[config.mk]
export PLATFORM = sky130hd
export DESIGN_NAME = rf_multiport_sb
export DESIGN_NICKNAME = d
export VERILOG_FILES = /design/src/rtl/rf_pkg.sv /design/src/rtl/rf_scoreboard.sv /design/src/rtl/rf_multiport_sb.sv
export SDC_FILE = /design/constraint.sdc
export NUM_CORES = 2
export LEC_CHECK = 0
export CELL_PAD_IN_SITES_DETAIL_PLACEMENT = 1
export CELL_PAD_IN_SITES_GLOBAL_PLACEMENT = 1
export CORE_MARGIN = 3
export CORE_UTILIZATION = 53
export DETAILED_ROUTE_END_ITERATION = 16
export PLACE_DENSITY_LB_ADDON = 0.1
export SLEW_MARGIN = 20
export SYNTH_ARGS = -nofsm -noshare
export SYNTH_HDL_FRONTEND = slang
export SYNTH_SLANG_ARGS = --single-unit
[constraint.sdc]
create_clock -name clk -period 2.3 [get_ports clk]
set_input_delay 0.23 -clock clk [delete_from_list [all_inputs] [get_ports clk]]
set_output_delay 0.23 -clock clk [all_outputs]
set_load 0.02 [all_outputs]
[src/rtl/rf_pkg.sv]
// Shared defaults and helpers for the multiport register file and its scoreboard.
package rf_pkg;
   localparam int DATA_W_DEF = 32;
   localparam int DEPTH_DEF  = 32;
   localparam int REG_ZERO   = 0;

   function automatic int clog2(input int n);
      int r;
      r = 0;
      for (int i = 0; i < 31; i++)
         if ((1 << i) < n) r = i + 1;
      return r;
   endfunction
endpackage

[src/rtl/rf_scoreboard.sv]
// Per-register busy bits for RAW hazard detection, with write-clear, issue-set and flush.
module rf_scoreboard
   import rf_pkg::*;
#(
   parameter int DEPTH    = DEPTH_DEF,
   parameter int ADDR_W   = clog2(DEPTH),
   parameter int NUM_RD   = 2,
   parameter int NUM_WR   = 1,
   parameter int ZERO_REG = 1,
   parameter int BYPASS   = 1
)(
   input  logic                     clk,
   input  logic                     rst_n,
   input  logic [NUM_WR-1:0]        wr_en,
   input  logic [NUM_WR*ADDR_W-1:0] wr_addr,
   input  logic                     sb_set,
   input  logic [ADDR_W-1:0]        sb_addr,
   input  logic                     sb_flush,
   input  logic [NUM_RD*ADDR_W-1:0] rd_addr,
   output logic [NUM_RD-1:0]        rd_busy
);
   logic [NUM_WR-1:0][ADDR_W-1:0] wa;
   logic [NUM_RD-1:0][ADDR_W-1:0] ra;
   logic [DEPTH-1:0]              busy, busy_nxt;

   assign wa = wr_addr;
   assign ra = rd_addr;

   // Order matters: write-clear, then issue-set (newer producer), then flush.
   always_comb begin
      busy_nxt = busy;
      for (int j = 0; j < NUM_WR; j++)
         if (wr_en[j]) busy_nxt[wa[j]] = 1'b0;
      if (sb_set) busy_nxt[sb_addr] = 1'b1;
      if (sb_flush) busy_nxt = '0;
      if (ZERO_REG != 0) busy_nxt[REG_ZERO] = 1'b0;
   end

   always_ff @(posedge clk or negedge rst_n)
      if (!rst_n) busy <= '0;
      else        busy <= busy_nxt;

   for (genvar i = 0; i < NUM_RD; i++) begin : g_rd
      logic fwd;
      always_comb begin
         fwd = 1'b0;
         for (int j = 0; j < NUM_WR; j++)
            if (BYPASS != 0 && wr_en[j] && wa[j] == ra[i]) fwd = 1'b1;
      end
      assign rd_busy[i] = busy[ra[i]] & ~fwd;
   end
endmodule

[src/rtl/rf_multiport_sb.sv]
// Multiport register file with optional write-to-read bypass and a busy scoreboard.
module rf_multiport_sb
   import rf_pkg::*;
#(
   parameter int DATA_W   = DATA_W_DEF,
   parameter int DEPTH    = DEPTH_DEF,
   parameter int NUM_RD   = 2,
   parameter int NUM_WR   = 1,
   parameter int ZERO_REG = 1,
   parameter int BYPASS   = 1,
   localparam int ADDR_W  = clog2(DEPTH)
)(
   input  logic                     clk,
   input  logic                     rst_n,
   input  logic [NUM_RD*ADDR_W-1:0] rd_addr,
   output logic [NUM_RD*DATA_W-1:0] rd_data,
   output logic [NUM_RD-1:0]        rd_busy,
   input  logic [NUM_WR-1:0]        wr_en,
   input  logic [NUM_WR*ADDR_W-1:0] wr_addr,
   input  logic [NUM_WR*DATA_W-1:0] wr_data,
   input  logic                     sb_set,
   input  logic [ADDR_W-1:0]        sb_addr,
   input  logic                     sb_flush
);
   logic [NUM_RD-1:0][ADDR_W-1:0] ra;
   logic [NUM_RD-1:0][DATA_W-1:0] rd;
   logic [NUM_WR-1:0][ADDR_W-1:0] wa;
   logic [NUM_WR-1:0][DATA_W-1:0] wd;
   logic [DEPTH-1:0][DATA_W-1:0]  regs;

   assign ra      = rd_addr;
   assign wa      = wr_addr;
   assign wd      = wr_data;
   assign rd_data = rd;

   // Later ports overwrite earlier ones in the loop, so the highest index wins.
   always_ff @(posedge clk or negedge rst_n)
      if (!rst_n) regs <= '0;
      else
         for (int j = 0; j < NUM_WR; j++)
            if (wr_en[j] && !(ZERO_REG != 0 && wa[j] == ADDR_W'(REG_ZERO)))
               regs[wa[j]] <= wd[j];

   for (genvar i = 0; i < NUM_RD; i++) begin : g_rd
      logic              hit;
      logic [DATA_W-1:0] byp, val;
      always_comb begin
         hit = 1'b0;
         byp = '0;
         for (int j = 0; j < NUM_WR; j++)
            if (BYPASS != 0 && wr_en[j] && wa[j] == ra[i]) begin
               hit = 1'b1;
               byp = wd[j];
            end
         // Reset gating keeps a bypassed write from leaking out while rst_n is low.
         if (!rst_n || (ZERO_REG != 0 && ra[i] == ADDR_W'(REG_ZERO))) val = '0;
         else if (hit) val = byp;
         else          val = regs[ra[i]];
      end
      assign rd[i] = val;
   end

   rf_scoreboard #(
      .DEPTH(DEPTH), .ADDR_W(ADDR_W), .NUM_RD(NUM_RD), .NUM_WR(NUM_WR),
      .ZERO_REG(ZERO_REG), .BYPASS(BYPASS)
   ) u_sb (
      .clk(clk), .rst_n(rst_n), .wr_en(wr_en), .wr_addr(wr_addr),
      .sb_set(sb_set), .sb_addr(sb_addr), .sb_flush(sb_flush),
      .rd_addr(rd_addr), .rd_busy(rd_busy)
   );
endmodule

==> git commit body <==
Record implementation results from latest flow run

- YS warnings: 0
- After detailed placement, the total cell area comes to between 60000 and 70000 um^2.
* Cell mode on critical path: sky130_fd_sc_hd__a221o_1
- The last timing report of the flow puts the setup violation total at 66.
- The run finished, with violations left.
- Of the post-synthesis cell area, the dominant cell type holds 46.2%.
- Cell type with the largest total area after synthesis: sky130_fd_sc_hd__dfrtp_1
* Total grt overflow: 0
- Across all setup checks in the final design, the least slack found is -0.548 ns.
* Worst path arrival time: 2.62 ns
- When the netlist entered floorplanning its net count stood at 4207.
- Met2 WL post-DR: ~110 mm
* Post-synth seq share: 46.2%
* Worst setup EP type: output pin
* Post-synthesis chip area from yosys: 57200 um^2
- met2 track demand over resource after global routing is a little over three fifths.
- The final reports fail on setup timing.
- In the final report, the number of pins over their slew limit comes to 0.
- The worst path uses 124% of the clock period.
- In this run the worst path has a maximum fanout of 2.
[logic make-up (layout without fill, tap and decap cells)]
group                  after synthesis  after routing  share of synthesized area [%]
AND-OR/OR-AND                      635            635                           8.06
XOR/XNOR                            10             10                          0.153
buffers and inverters              474           1134                           3.74
flip-flops                        1055           1055                           46.2
multiplexers                      1719           1719                           39.7
other                                0              2                              0
AND/OR/NAND/NOR                    257            257                           2.20
[final cells by class]
type / count / area share (%)
sequential: 1055 / 36.8
clock inverter: 37 / 0.527
timing repair buffer: 912 / 13.4
inverter: 6 / 0.0384
antenna: 2 / 0.00698
multi-input combinational: 2621 / 41.9
clock buffer: 179 / 4.87
tap: 1391 / 2.43
[state kept, by name (all words and copies together) (netlist names)]
register and flops:
regs 1024, u_sb.busy 31
[per-stage QoR]
| step | utilization [%] | setup WS, ns | hold WS [ns] |
|---|---|---|---|
| 6_report | 67.5 | -0.548 | 0.324 |
| 5_1_grt | 67.5 | -0.733 | 0.328 |
| 4_1_cts | 66.8 | -0.548 | 0.289 |
| 3_5_place_dp | 62.3 | -0.949 | 0.380 |
| 3_3_place_gp | 62.3 | -0.871 | 0.377 |
| 2_1_floorplan | - | 0.0977 | -0.0656 |
[final timing paths]
check | from | end | depth (start not counted)
worst max-delay path | regs[547] | rd_data[3] | 6
max in group asynchronous | rst_n | regs[844] | 4
worst max register to register | regs[149] | regs[149] | 3
worst min-delay path | wr_data[12] | regs[268] | 2
worst min register to register | regs[23] | regs[23] | 0
min in group asynchronous | rst_n | u_sb.busy[23] | 3
[timing repair]
action | CTS | global route
hold buffers | 1 | 0
gates resized | 538 | 108
pin swaps | 88 | 50
cloned | 0 | 3
setup endpoints to repair | 66 | 66
setup buffers | 45 | 29
hold endpoints to repair | 139 | 0
Fig. 1: wiring heat map
Scale: 1 px per um. 33 x 33 tiles, from dark purple (low) to yellow (high), scaled to the fullest tile. Values are wire area over tile area, all layers added.
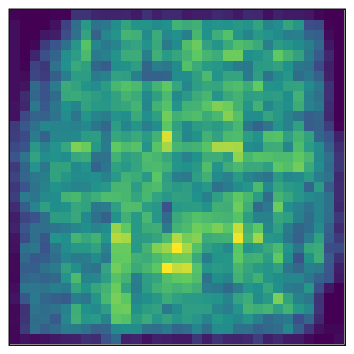
tiles over half the peak = 48%
emptiest ninth of the die = top left
mean over tiles = 0.35
nearly empty tiles = 3.9%
densest ninth of the die = middle

Fig. 2: clock nets
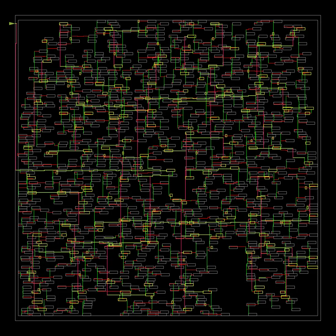
cts bufs inserted: 115
Clock Skew: 0 ns

Fig. 3: the metal 3 layer
Scale: 1 px per um. Cells faint in the background.
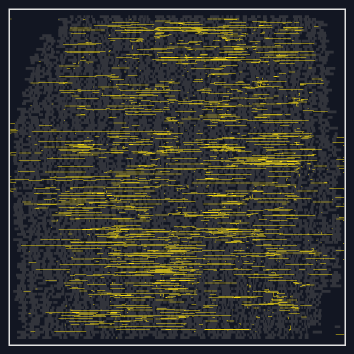
share of all routed wire = 8.2%
longest straight run = 146 um
sum of routed wire length over all layers: 229 mm
met3 usage in global routing: 7.84%

Fig. 4: placement by cell class
Scale: 1.5 px per um.
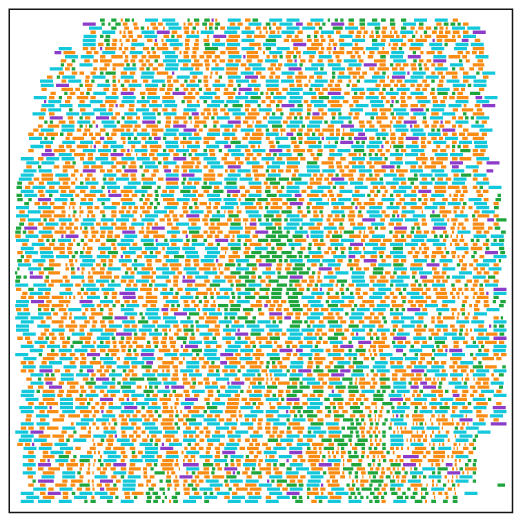
clock drivers and dummy loads -> purple  # cells 216, share of their area 5.5%
registers -> cyan  # cells 1055, share of their area 38%
remaining logic cells -> orange  # cells 2627, share of their area 43%
remaining buffers and delay cells -> green  # cells 912, share of their area 14%

